**config.mk**
```make
export PLATFORM = sky130hd
export DESIGN_NAME = tcm_image_loader
export DESIGN_NICKNAME = d
export VERILOG_FILES = /design/src/rtl/tcm_loader_pkg.sv /design/src/rtl/tcm_loader_crc32.sv /design/src/rtl/tcm_image_loader.sv
export SDC_FILE = /design/constraint.sdc
export NUM_CORES = 1
export LEC_CHECK = 0
export ABC_AREA = 0
export CORE_AREA = 2 2 143 145
export CTS_CLUSTER_SIZE = 16
export DETAILED_ROUTE_END_ITERATION = 8
export DIE_AREA = 0 0 145 147
export HOLD_SLACK_MARGIN = 0.15
export SLEW_MARGIN = 20
export SYNTH_ARGS = -nofsm -noshare
export SYNTH_HDL_FRONTEND = slang
export SYNTH_HIERARCHICAL = 1
export SYNTH_SLANG_ARGS = --single-unit
```
**constraint.sdc**
```tcl
create_clock -name clk_i -period 3.45 [get_ports clk_i]
set_input_delay 0.69 -clock clk_i [delete_from_list [all_inputs] [get_ports clk_i]]
set_output_delay 0.69 -clock clk_i [all_outputs]
set_load 0.05 [all_outputs]
```
**src/rtl/tcm_loader_pkg.sv**
```systemverilog
// tcm_loader_pkg: shared types and constants for the TCM image loader.
//   state_t      loader FSM states (CRC only reachable with TCM_LOADER_CRC_EN)
//   bytes_of()   number of byte lanes in a memory word
//   CRC32_*      CRC-32 constants used by the optional trailer check
package tcm_loader_pkg;

   typedef enum logic [2:0] {
      IDLE,
      FILL,
      WRITE,
      DONE,
      ERR,
      CRC
   } state_t;

   localparam logic [31:0] CRC32_POLY   = 32'h04C11DB7;
   localparam logic [31:0] CRC32_INIT   = 32'hFFFFFFFF;
   localparam logic [31:0] CRC32_XOROUT = 32'hFFFFFFFF;

   function automatic int unsigned bytes_of(input int unsigned w);
      return w / 8;
   endfunction

   // Bit-reverse, used to derive the LSB-first polynomial for reflected CRC.
   function automatic logic [31:0] reflect32(input logic [31:0] v);
      logic [31:0] r;
      r = '0;
      for (int unsigned i = 0; i < 32; i++) r[i] = v[31-i];
      return r;
   endfunction

endpackage

```
**src/rtl/tcm_loader_crc32.sv**
```systemverilog
// tcm_loader_crc32: byte-wide reflected CRC-32 accumulator.
//   clk, rstn  clock, synchronous active-low reset
//   clr        restart accumulation from CRC32_INIT
//   en         fold data into the running CRC
//   data       byte to fold
//   crc        running CRC with the output XOR applied
module tcm_loader_crc32
   import tcm_loader_pkg::*;
(
   input  logic        clk,
   input  logic        rstn,
   input  logic        clr,
   input  logic        en,
   input  logic [7:0]  data,
   output logic [31:0] crc
);

   localparam logic [31:0] POLY_REFL = reflect32(CRC32_POLY);

   logic [31:0] crc_q;
   logic [31:0] crc_d;

   always_comb begin
      crc_d = crc_q ^ {24'd0, data};
      for (int unsigned i = 0; i < 8; i++)
         crc_d = crc_d[0] ? ((crc_d >> 1) ^ POLY_REFL) : (crc_d >> 1);
   end

   always_ff @(posedge clk) begin
      if (!rstn)    crc_q <= CRC32_INIT;
      else if (clr) crc_q <= CRC32_INIT;
      else if (en)  crc_q <= crc_d;
   end

   assign crc = crc_q ^ CRC32_XOROUT;

endmodule

```
**src/rtl/tcm_image_loader.sv**
```systemverilog
// tcm_image_loader: streams a byte image into the TCM as DATA_W words written
// sequentially from a base word address.
//   clk_i/rstn_i          clock, synchronous active-low reset
//   start_i/abort_i       load control (start sampled only in IDLE)
//   base_addr_i/len_i/swap_i  load parameters, latched on start
//   s_valid_i/s_data_i/s_ready_o  byte stream
//   mem_we_o/mem_addr_o/mem_wdata_o/mem_ack_i  TCM write port
//   busy_o/done_o/err_o/word_cnt_o  status
// Optional: TCM_LOADER_CRC_EN adds crc_o/crc_ok_o and a 4-byte CRC-32 trailer.
module tcm_image_loader
   import tcm_loader_pkg::*;
#(
   parameter int unsigned DATA_W = 32,
   parameter int unsigned ADDR_W = 14,
   parameter int unsigned LEN_W  = 15
) (
   input  logic              clk_i,
   input  logic              rstn_i,
   input  logic              start_i,
   input  logic              abort_i,
   input  logic [ADDR_W-1:0] base_addr_i,
   input  logic [LEN_W-1:0]  len_i,
   input  logic              swap_i,
   input  logic              s_valid_i,
   input  logic [7:0]        s_data_i,
   output logic              s_ready_o,
   output logic              mem_we_o,
   output logic [ADDR_W-1:0] mem_addr_o,
   output logic [DATA_W-1:0] mem_wdata_o,
   input  logic              mem_ack_i,
   output logic              busy_o,
   output logic              done_o,
   output logic              err_o,
`ifdef TCM_LOADER_CRC_EN
   output logic [31:0]       crc_o,
   output logic              crc_ok_o,
`endif
   output logic [LEN_W-1:0]  word_cnt_o
);

   localparam int unsigned BYTES  = bytes_of(DATA_W);
   localparam int unsigned BIDX_W = (BYTES > 1) ? $clog2(BYTES) : 1;
   localparam int unsigned SUM_W  = ((ADDR_W > LEN_W) ? ADDR_W : LEN_W) + 1;

   state_t              state, nstate;
   logic [ADDR_W-1:0]   addr_q;
   logic [LEN_W-1:0]    len_q, cnt_q;
   logic                swap_q, err_q;
   logic [BIDX_W-1:0]   idx_q, lane;
   logic [DATA_W-1:0]   wbuf_q;
   logic [SUM_W-1:0]    end_addr;
   logic                range_err, last_byte;

   // Wide sum so base+len == 2**ADDR_W (image ends exactly at the top) is legal.
   assign end_addr  = SUM_W'(base_addr_i) + SUM_W'(len_i);
   assign range_err = end_addr > (SUM_W'(1) << ADDR_W);
   assign last_byte = (idx_q == BIDX_W'(BYTES - 1));
   assign lane      = swap_q ? (BIDX_W'(BYTES - 1) - idx_q) : idx_q;

`ifdef TCM_LOADER_CRC_EN
   logic [31:0] crc_val, trl_q;
   logic [1:0]  trl_idx_q;
   logic        crc_ok_q, trl_match;

   // Trailer is little-endian: the newest byte lands in the top lane.
   assign trl_match = ({s_data_i, trl_q[31:8]} == crc_val);

   tcm_loader_crc32 u_crc (
      .clk  (clk_i),
      .rstn (rstn_i),
      .clr  (state == IDLE && start_i),
      .en   (state == FILL && s_valid_i && !abort_i),
      .data (s_data_i),
      .crc  (crc_val)
   );

   assign crc_o    = crc_val;
   assign crc_ok_o = crc_ok_q;
`endif

   always_ff @(posedge clk_i) begin
      if (!rstn_i) state <= IDLE;
      else         state <= nstate;
   end

   always_comb begin
      nstate    = state;
      s_ready_o = 1'b0;
      mem_we_o  = 1'b0;
      busy_o    = 1'b0;
      done_o    = 1'b0;
      case (state)
         IDLE: begin
            if (start_i) begin
               if (len_i == '0)    nstate = DONE;
               else if (range_err) nstate = ERR;
               else                nstate = FILL;
            end
         end
         FILL: begin
            s_ready_o = 1'b1;
            busy_o    = 1'b1;
            if (abort_i)                     nstate = ERR;
            else if (s_valid_i && last_byte) nstate = WRITE;
         end
         WRITE: begin
            mem_we_o = 1'b1;
            busy_o   = 1'b1;
            if (abort_i) nstate = ERR;
            else if (mem_ack_i) begin
`ifdef TCM_LOADER_CRC_EN
               nstate = (cnt_q + LEN_W'(1) == len_q) ? CRC : FILL;
`else
               nstate = (cnt_q + LEN_W'(1) == len_q) ? DONE : FILL;
`endif
            end
         end
`ifdef TCM_LOADER_CRC_EN
         CRC: begin
            s_ready_o = 1'b1;
            busy_o    = 1'b1;
            if (abort_i) nstate = ERR;
            else if (s_valid_i && trl_idx_q == 2'd3)
               nstate = trl_match ? DONE : ERR;
         end
`endif
         DONE: begin
            done_o = 1'b1;
            nstate = IDLE;
         end
         ERR:     nstate = IDLE;
         default: nstate = IDLE;
      endcase
   end

   always_ff @(posedge clk_i) begin
      if (!rstn_i) begin
         addr_q <= '0;
         len_q  <= '0;
         cnt_q  <= '0;
         swap_q <= 1'b0;
         idx_q  <= '0;
         wbuf_q <= '0;
         err_q  <= 1'b0;
      end else begin
         if (nstate == ERR)                 err_q <= 1'b1;
         else if (state == IDLE && start_i) err_q <= 1'b0;
         case (state)
            IDLE: begin
               if (start_i) begin
                  addr_q <= base_addr_i;
                  len_q  <= len_i;
                  swap_q <= swap_i;
                  cnt_q  <= '0;
                  idx_q  <= '0;
                  wbuf_q <= '0;
               end
            end
            FILL: begin
               if (abort_i) idx_q <= '0;
               else if (s_valid_i) begin
                  for (int unsigned k = 0; k < BYTES; k++)
                     if (lane == BIDX_W'(k)) wbuf_q[k*8 +: 8] <= s_data_i;
                  idx_q <= last_byte ? '0 : idx_q + BIDX_W'(1);
               end
            end
            WRITE: begin
               // An ack coinciding with abort still completes that write.
               if (mem_ack_i) begin
                  addr_q <= addr_q + ADDR_W'(1);
                  cnt_q  <= cnt_q + LEN_W'(1);
               end
            end
            default: ;
         endcase
      end
   end

`ifdef TCM_LOADER_CRC_EN
   always_ff @(posedge clk_i) begin
      if (!rstn_i) begin
         trl_q     <= '0;
         trl_idx_q <= '0;
         crc_ok_q  <= 1'b0;
      end else if (state == IDLE && start_i) begin
         trl_q     <= '0;
         trl_idx_q <= '0;
         crc_ok_q  <= 1'b0;
      end else if (state == CRC && s_valid_i && !abort_i) begin
         trl_q     <= {s_data_i, trl_q[31:8]};
         trl_idx_q <= trl_idx_q + 2'd1;
         if (trl_idx_q == 2'd3) crc_ok_q <= trl_match;
      end
   end
`endif

   assign mem_addr_o  = addr_q;
   assign mem_wdata_o = wbuf_q;
   assign err_o       = err_q;
   assign word_cnt_o  = cnt_q;

endmodule

```
==> GITHUB_STEP_SUMMARY, run 1 <==
## Implementation flow summary

| Metric | Value |
|---|---|
| Status | `finished clean` |
| CTS buffer count | `9` |
| Worst R2R Path Depth | `8` |
| XOR Share, Synth | `roughly 5.4%` |
| RR Endpoint | `state[1]` |
| Area Growth Syn to Fin | `35.3%` |
| Total power | `approximately 2.7 mW` |
| Combinational Area | `0.00301 mm^2` |
| Die width | `approximately 150 um` |
| Critical Path Sink Type | `flop` |
| Syn_area_per_cell | `roughly 7.9 um^2` |
| Final worst slack | `approximately 280 ps` |
| Register bit total from synthesis | `just over 80` |
| First-pass GRT wire length | `25200 um` |
| ANT nets after route | `0` |
| Ys cells | `about 620` |
| DR top layer | `met4` |
| Sequential share of cell area | `~25%` |
| Count of different cell masters after synthesis | `slightly above 60` |
| Flop2flop setup slack | `1040 ps` |
| OpenROAD warning count | `26` |
| Fmax | `0.315 GHz` |
| Clock period minus worst slack | `between 3000 and 4000 ps` |
| Largest net degree at the start of global routing | `between 50 and 60` |
| Drt drc | `0` |
| Met2 wire length | `around 7500 um` |
| Worst Tran Pin Value | `640 ps` |
| Clock buffers | `9` |
| Multi-In Gates | `about 500` |
| Worst-path maximum fanout | `3` |
| Cell depth of the worst setup path | `11` |
| Port Buffer Count | `around 110` |
| Synth area leader | `dfxtp_1` |
| Area leader share | `between 30% and 40%` |
| Die ar. | `between 0.02 and 0.025 mm^2` |
| Critical path destination | `err_o` |
| Post-cts sizing count | `0` |
| Vias | `4895` |
| Std-Cell Rows | `about 52` |
| Reg area | `0.00166 mm^2` |
| Commonest Layout Cell | `clkdlybuf4s50_1` |
| Fa+ha+maj area frac | `between 4 and 5%` |
| Post-synth EDFFs | `0` |
| WP data required | `3660 ps` |
| Share of cells above drive strength 1 | `about 6.6%` |
| Period utilization | `92.0%` |
| Clk_skew | `around 9.8 ps` |
| Inverter count | `11` |
| Cell count after synthesis | `just over 600` |
| Static leakage | `2.50 nW` |
| Initial antenna violation count | `0` |
| PwrDens | `408 mW/mm^2` |
| WS Path Type | `input port to flop` |
| IO Pins | `about 110` |
| Dominant comb cell | `simple AND/OR/NAND/NOR gates` |
| MUX area fraction | `under 10%` |
| CTS tree | `done` |
| Area reported by Yosys stat | `between 0.004 and 0.005 mm^2` |
| Flop count | `roughly 83` |
| Cells on Worst Hold Path | `2` |
## run 1: power breakdown
part	internal, mW	total [mW]	switching [mW]
registers	1.00	1.05	0.0448
clock network	0.565	0.973	0.408
logic	0.260	0.658	0.399
## run 1: per-layer routing
metal | up-vias | track usage [%]
li1 | 2432 | -
met1 | 2296 | 19.0
met2 | 145 | 24.0
met3 | 22 | 2.64
met4 | 0 | 5.45
met5 | - | 0
## run 1: per-stage QoR
stage	utilization, %	TNS [ps]	area [um^2]
floorplan	-	0	4850
global placement	31.6	-0.443	6260
detailed placement	31.6	-164	6260
global route	33.1	0	6560
finish	33.1	0	6560
CTS	33.1	0	6560
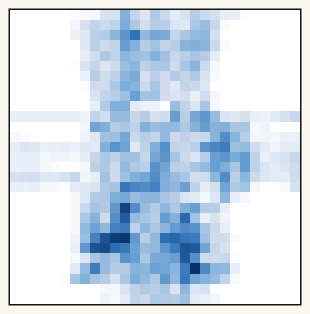
**Above:** run 1 (signal metal coverage by tile).
Drawn at 2 px/um. 29 x 29 tiles, from white (low) to dark blue (high), scaled to the fullest tile. Values are wire area over tile area, all layers added.
tiles over half the peak: 10%
emptiest ninth of the die: top right
fullest tile: 0.59
nearly empty tiles: 38%
gr usage total: 14.5%
post-detailed-routing wire length: 15700 um

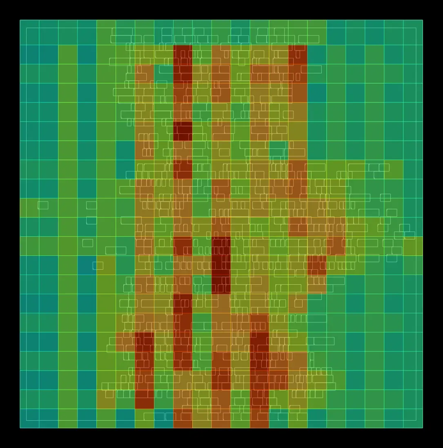
**Above:** run 1 (congestion heat map).
GR peak layer: met2
M1 GR Usage: 19.0%
met2 Usage GRT: 24.0%
Finished Core Util: 33.1%
Avg WL per Cell: 15.8 um

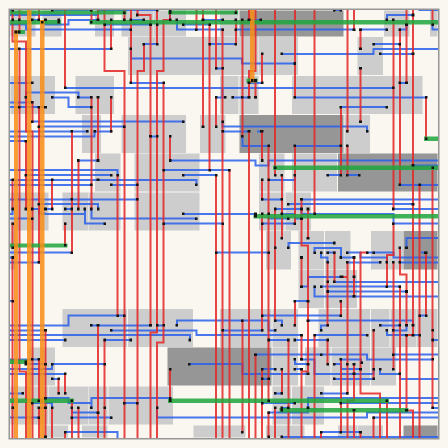
**Above:** run 1 (close-up of the layout).
Region (58, 29) to (88, 59) um. Cells in grey, sequential cells in the stronger grey; small squares are vias.
[orange] metal 4
[blue] metal 1
[red] metal 2
[green] metal 3
netlist names of flops here include: `mem_addr_o` (3), `len_q` (1)
most frequent: a21oi_1 (10), o21ai_0 (6), ha_1 (6)
sequential cells in the window: 4
cells with their middle in the window: 60

## Run 2: what changed since run 1
- clock period: 3.45 -> 2.9 ns (I/O delays scaled with it)
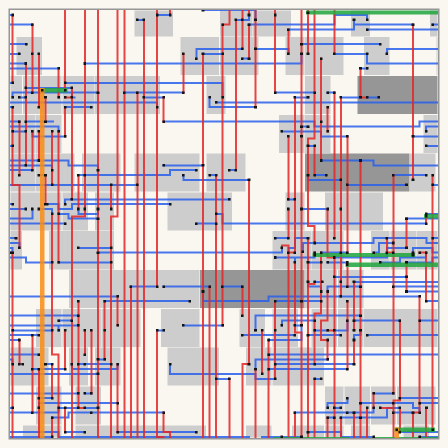
**Above:** run 2 (close-up of the layout).
Region (58, 29) to (88, 59) um. Cells in grey, sequential cells in the stronger grey; small squares are vias.
[green] metal 3
[orange] metal 4
[blue] metal 1
[red] metal 2
cells with their middle in the window: 66
sequential cells in the window: 3
most frequent: a21oi_1 (12), buf_4 (11), o21ai_0 (6)
netlist names of flops here include: `mem_addr_o` (2), `len_q` (1)

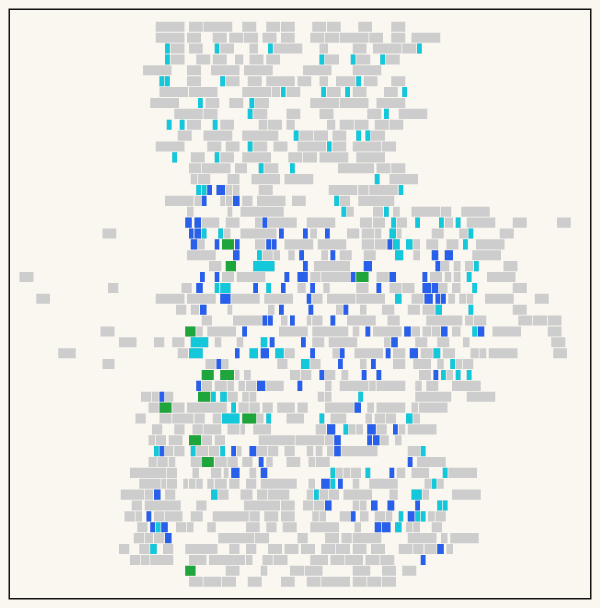
**Above:** run 2 (gate families picked out).
Drawn at 4 px/um.
[blue] nand cells | cells: 111
[cyan] nor cells | cells: 103
[green] non-inverting ao/oa cells | cells: 12

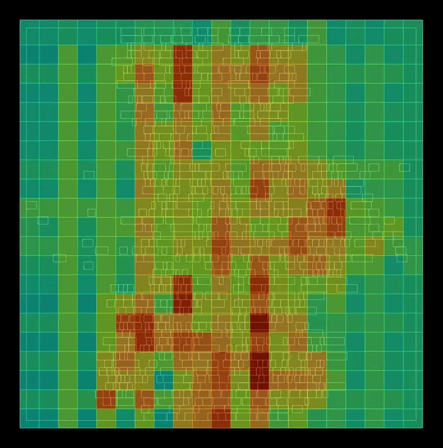
**Above:** run 2 (congestion heat map).
Avg WL per Cell: 15.1 um
met2 Usage GRT: 24.8%

==> GITHUB_STEP_SUMMARY, run 2 <==
## Implementation flow summary

| Metric | Value |
|---|---|
| Status | `finished clean` |
| Non-Filler Instances | `approximately 1000` |
| Total power | `3.30 mW (+23%)` |
| # fillers | `2033` |
| Max_slew headroom | `between 50% and 60%` |
| CP max stage delay | `approximately 520 ps` |
| Reg area | `0.00166 mm^2 (unchanged)` |
| PwrDens | `466 mW/mm^2 (+14%)` |
| Hold Path End | `len_q[10]` |
| Biggest area cells | `dfxtp_1, mux2i_1, a21oi_1` |
| Vias per cell | `~4.8` |
| Fin. Hold Viols | `0` |
| Count of different cell masters after synthesis | `61 (unchanged)` |
| Gr usage total | `14.6% (+0.035 points)` |
| Area reported by Yosys stat | `0.00485 mm^2 (unchanged)` |
| Vias | `4981 (+1.8%)` |
| Max VDD drop | `209 uV` |
| Sequential fraction of the synthesis area | `about a third` |
| Int Power | `2.27 mW (+24%)` |
| Cell count after synthesis | `615 (unchanged)` |
| Drt initial violations | `322` |
| Combinational Area | `0.00314 mm^2 (+4.5%)` |
| Comb pwr | `868 uW (+32%)` |
| Die width | `145 um (unchanged)` |
| Starting density of the core | `between 20% and 30%` |
| CORE AREA | `between 0.015 and 0.02 mm^2` |
| Critical path destination | `err_o` |
| Worst-path maximum fanout | `3 (unchanged)` |
| Die ar. | `0.0213 mm^2 (unchanged)` |
| Inserted Diodes | `0` |
| Commonest Layout Cell | `clkdlybuf4s50_1` |
| H-tree level count | `3` |
| CTS tree | `done` |
| Vias in the first global route | `~4800` |
| CTS max path bufs | `2` |
| Ys cells | `615 (unchanged)` |
| Inst Count DP | `between 1000 and 1500` |
| Fa+ha+maj area frac | `4.80% (unchanged)` |
| Post-cts sizing count | `9 (+9)` |
| Root Buffer | `clkbuf_16` |
| Fmax | `0.361 GHz` |
| Sequential power share | `37.7% (-1.4 points)` |
| Comb power frac | `26.3% (+1.7 points)` |
| P_sw | `1.04 mW (+22%)` |
| R2R Path Start | `word_cnt_o[2]` |
| Die height | `between 100 and 150 um` |
| Std-Cell Rows | `52 (unchanged)` |
| Seq power | `1.24 mW (+20%)` |
| Switch share | `31.3% (-0.45 points)` |
| WP data required | `3120 ps (-540 ps)` |
| Top cells by count, synth | `dfxtp_1, nor2_1, nand2_1` |
| OpenROAD warning count | `26 (unchanged)` |
| Clock period minus worst slack | `around 2800 ps` |
| Static leakage | `2.82 nW (+13%)` |
| RR Endpoint | `state[1]` |
| Cell depth of the worst setup path | `10 (-1)` |
| Area Growth Syn to Fin | `46.0%` |
| Worst R2R Path Depth | `8 (unchanged)` |
| Clock-pin slew on the worst setup and hold paths | `around 70 ps` |
| # Post-CTS Setup Buffers | `0` |
| Critical Path Sink Type | `flop` |
| First drt pass iteration count | `4` |
| Syn_nets | `677` |
| Top cell type by instance count after synthesis | `dfxtp_1` |
| Grt total ovfl | `0` |
| Post-synth EDFFs | `0 (unchanged)` |
| Cells on Worst Hold Path | `2 (unchanged)` |
| CP Buf/Inv Count | `1` |
| Cell Chain, Critical Path | `clkdlybuf4s50_1 > ha_4 > xor2_1 > or3_1 > nor4_2 > o31a_1 > o2111ai_2 > nor3_2 > o21a_1 > o31ai_1` |
| CP max-delay cell | `clkdlybuf4s50_1` |
| IO Pins | `110 (unchanged)` |
| Compound-Gate Fraction of Synth Area | `between 20% and 30%` |
| Simple-Gate Fraction of Synth Area | `a little under a quarter` |
| DP HPWL | `12100 um` |
| Final setup fails | `0` |
| CTS buffer count | `9 (unchanged)` |
| Share of cells above drive strength 1 | `14.8% (+8.2 points)` |
| Period utilization | `between 90% and 100%` |
| Worst slack, placed | `-577 ps` |
| Latency at later pin | `approximately 340 ps` |
| Crit path DAT | `2990 ps` |
| Hold Path Class | `flop to flop` |
| Clk_skew | `9.28 ps (-0.504 ps)` |
| Initial antenna violation count | `0 (unchanged)` |
| P_clk | `1.19 mW (+22%)` |
| MUX area fraction | `6.81% (unchanged)` |
| # Max-Cap Violations | `0` |
| Setup TNS | `0 ps (unchanged)` |
| Gpl congestion | `0.869` |
| Syn_area_per_cell | `7.89 um^2 (unchanged)` |
| Final worst slack | `131 ps (-145 ps)` |
| Slew Viols, Final | `0` |
| Register bit total from synthesis | `83 (unchanged)` |
| Drt drc | `0 (unchanged)` |
| Flop2flop setup slack | `570 ps (-470 ps)` |
| Largest net degree at the start of global routing | `75 (+27%)` |
| Top Layout Cells | `clkdlybuf4s50_1, dfxtp_1, nor2_1` |
| Critical path origin | `len_i[2]` |
| Clock power share | `36.0% (-0.3 points)` |
| Post-detailed-routing wire length | `15800 um (+0.41%)` |
| Hold_sp | `len_q[10]` |
| Pwr top | `registers` |
| Yosys warnings | `6` |
| Final Net Count | `827` |
| WS Path Type | `input port to flop` |
| Sink Count | `just over 80` |
| Dominant register cell | `dfxtp_1` |
| First-pass GRT wire length | `25300 um (+0.38%)` |
| XOR Share, Synth | `5.42% (unchanged)` |
| Max reg flops | `32` |
| Worst Tran Pin Value | `646 ps (+6.14 ps)` |
| Area leader share | `34.3% (unchanged)` |
| CP Launch Type | `input port` |
| ANT nets after route | `0 (unchanged)` |
| Synth area leader | `dfxtp_1` |
| Ys async rst share | `0%` |
| Port Buffer Count | `109 (unchanged)` |
| Dominant comb cell | `simple AND/OR/NAND/NOR gates` |
| CTS Hold Bufs | `0` |
| Cell Area, Synth | `0.00485 mm^2` |
-- run 2: cell type report --
cell class / instances / share of cell area [%]
Multi-Input combinational cell: 488 / 44.4
Timing Repair Buffer: 172 / 22.4
Clock inverter: 6 / 1.01
Clock buffer: 10 / 3.37
Sequential cell: 83 / 23.5
Tap cell: 270 / 4.77
Inverter: 11 / 0.583
-- run 2: per-stage QoR --
stage	hold WS, ps	cell area (um^2)	util [%]
CTS	471	6970	35.1
detailed placement	463	6620	33.4
global route	487	7080	35.7
finish	471	7080	35.7
floorplan	448	4850	-
global placement	459	6620	33.4
-- run 2: routing by layer --
metal  vias to the layer above  share of wire, %  track usage (%)
met5                         -                 0                0
met4                         0               1.7             4.41
met3                        17               3.4             2.45
met2                        99                49             24.8
met1                      2343                46             19.0
li1                       2522                 -                -
## Run 3: what changed since run 2
- TNS_END_PERCENT: unset -> 100
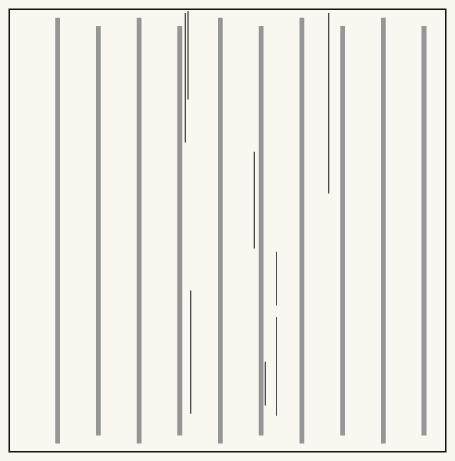
**Above:** run 3 (M4 wires).
Drawn at 3 px/um. Supply wires on this layer in grey.
main direction: vertical
nets with wire on the layer: 7
post-detailed-routing wire length: 15800 um
vias: 4981

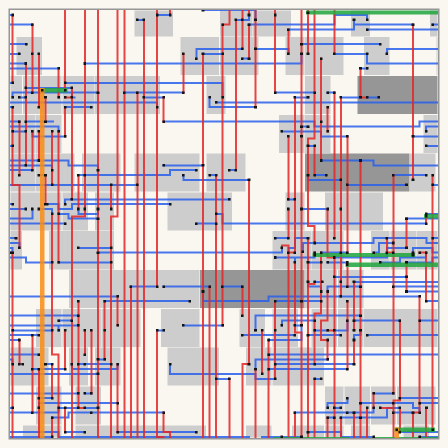
**Above:** run 3 (close-up of the layout).
Region (58, 29) to (88, 59) um. Cells in grey, sequential cells in the stronger grey; small squares are vias.

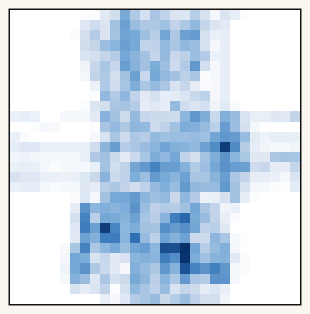
**Above:** run 3 (signal metal coverage by tile).
Drawn at 2 px/um. 29 x 29 tiles, from white (low) to dark blue (high), scaled to the fullest tile. Values are wire area over tile area, all layers added.
tiles over half the peak: 11%
mean over tiles: 0.11
fullest tile: 0.57

==> GITHUB_STEP_SUMMARY, run 3 <==
## Implementation flow summary

| Metric | Value |
|---|---|
| Die ar. | `0.0213 mm^2 (unchanged)` |
| DP HPWL | `12100 um (unchanged)` |
| Dominant comb cell | `simple AND/OR/NAND/NOR gates` |
| Area reported by Yosys stat | `0.00485 mm^2 (unchanged)` |
| Critical path origin | `len_i[2]` |
| Clock period minus worst slack | `2770 ps (unchanged)` |
| Critical Path Sink Type | `flop` |
| CP max-delay cell | `clkdlybuf4s50_1` |
| Vias in the first global route | `4754 (unchanged)` |
| Switch share | `31.3% (unchanged)` |
| Drt initial violations | `322 (unchanged)` |
| First-pass GRT wire length | `25300 um (unchanged)` |
| Post-cts sizing count | `9 (unchanged)` |
| Count of plain and timing-repair buffers | `172 (unchanged)` |
| Top Layout Cells | `clkdlybuf4s50_1, dfxtp_1, nor2_1` |
| Root Buffer | `clkbuf_16` |
| # Post-CTS Setup Buffers | `0 (unchanged)` |
| P_clk | `1.19 mW (about the same)` |
| Die width | `145 um (unchanged)` |
| Fin Hold WS | `471 ps (unchanged)` |
| ANT nets after route | `0 (unchanged)` |
| Flop2flop setup slack | `570 ps (about the same)` |
| Top cell type by instance count after synthesis | `dfxtp_1` |
| Comb pwr | `868 uW (about the same)` |
| Max_slew headroom | `56.9% (unchanged)` |
| Simple-Gate Fraction of Synth Area | `23.2% (unchanged)` |
| CTS buffer count | `9 (unchanged)` |
| Commonest Layout Cell | `clkdlybuf4s50_1` |
| OpenROAD warning count | `26 (unchanged)` |
| Die height | `147 um (unchanged)` |
| WS Path Type | `input port to flop` |
| Multi-input combinational area share | `44.4% (unchanged)` |
| Multi-In Gates | `488 (unchanged)` |
| Clk_skew | `9.28 ps (unchanged)` |
| Fa+ha+maj area frac | `4.80% (unchanged)` |
| Dominant register cell | `dfxtp_1` |
| Starting density of the core | `24.4% (unchanged)` |
| Inst Count DP | `1023 (unchanged)` |
| CORE AREA | `0.0198 mm^2 (unchanged)` |
| Synth area leader | `dfxtp_1` |
| Hold Path Class | `flop to flop` |
| Int Power | `2.27 mW (unchanged)` |
| Inverter count | `11 (unchanged)` |
| PwrDens | `466 mW/mm^2 (unchanged)` |
| Cells on Worst Hold Path | `2 (unchanged)` |
| Area Growth Syn to Fin | `46.0% (unchanged)` |
| # Max-Cap Violations | `0 (unchanged)` |
| Count of different cell masters after synthesis | `61 (unchanged)` |
| CTS tree | `done` |
| Reg area | `0.00166 mm^2 (unchanged)` |
| Final setup fails | `0 (unchanged)` |
| # fillers | `2033 (unchanged)` |
| R2R Path Start | `word_cnt_o[2]` |
| Status | `finished clean` |
| Sequential share of cell area | `23.5% (unchanged)` |
| CP max stage delay | `520 ps (about the same)` |
| Compound-Gate Fraction of Synth Area | `21.7% (unchanged)` |
| Critical path destination | `err_o` |
| Fmax | `0.361 GHz (unchanged)` |
| Largest net degree at the start of global routing | `75 (unchanged)` |
| Clock-cell share of area | `4.38% (unchanged)` |
| Max VDD drop | `209 uV (unchanged)` |
| Sequential power share | `37.7% (about the same)` |
| CTS max path bufs | `2 (unchanged)` |
| H-tree level count | `3 (unchanged)` |
| Hold Path End | `len_q[10]` |
| Combinational Area | `0.00314 mm^2 (unchanged)` |
| Clock-pin slew on the worst setup and hold paths | `70 ps (about the same)` |
| Syn_nets | `677 (unchanged)` |
| Static leakage | `2.82 nW (unchanged)` |
| Max reg flops | `32 (unchanged)` |
| MUX area fraction | `6.81% (unchanged)` |
| First drt pass iteration count | `4 (unchanged)` |
| Cell Chain, Critical Path | `clkdlybuf4s50_1 > ha_4 > xor2_1 > or3_1 > nor4_2 > o31a_1 > o2111ai_2 > nor3_2 > o21a_1 > o31ai_1` |
| DR top layer | `met4` |
| Final Net Count | `827 (unchanged)` |
| M1 wire length | `7240 um (unchanged)` |
| Gpl congestion | `0.869 (unchanged)` |
| Sink Count | `83 (unchanged)` |
| Post-synth EDFFs | `0 (unchanged)` |
| Worst Tran Pin Value | `646 ps (unchanged)` |
| Pwr top | `registers` |
| Area leader share | `34.3% (unchanged)` |
| P_sw | `1.04 mW (unchanged)` |
| Grt total ovfl | `0 (unchanged)` |
| Cell depth of the worst setup path | `10 (unchanged)` |
| Inserted Diodes | `0 (unchanged)` |
| Latency at later pin | `340 ps (about the same)` |
| Met2 wire length | `7710 um (unchanged)` |
| Clock power share | `36.0% (about the same)` |
| Ys cells | `615 (unchanged)` |
| Clock buffers | `10 (unchanged)` |
| Yosys warnings | `6 (unchanged)` |
| RR Endpoint | `state[1]` |
| Tap Count | `270 (unchanged)` |
| Total power | `3.30 mW (unchanged)` |
[run 3: cell counts in the layout (fill, tap and decap cells not counted)]
Identical to the previous run, type by type.
[run 3: layer usage]
| metal | up-vias | GRT usage, % |
|---|---|---|
| met5 | - | 0 |
| met4 | 0 | 4.41 |
| met3 | 17 | 2.45 |
| met2 | 99 | 24.8 |
| met1 | 2343 | 19.0 |
| li1 | 2522 | - |
[run 3: through the flow]
stage / instance area, um^2 / setup TNS (ps) / setup WS, ps
2_1_floorplan: 4850 / 0 / 149
3_3_place_gp: 6620 / -1360 / -466
3_5_place_dp: 6620 / -1690 / -577
4_1_cts: 6970 / 0 / 32.7
5_1_grt: 7080 / -24.5 / -12.9
6_report: 7080 / 0 / 131
Power is estimated from default activity; no workload was simulated.
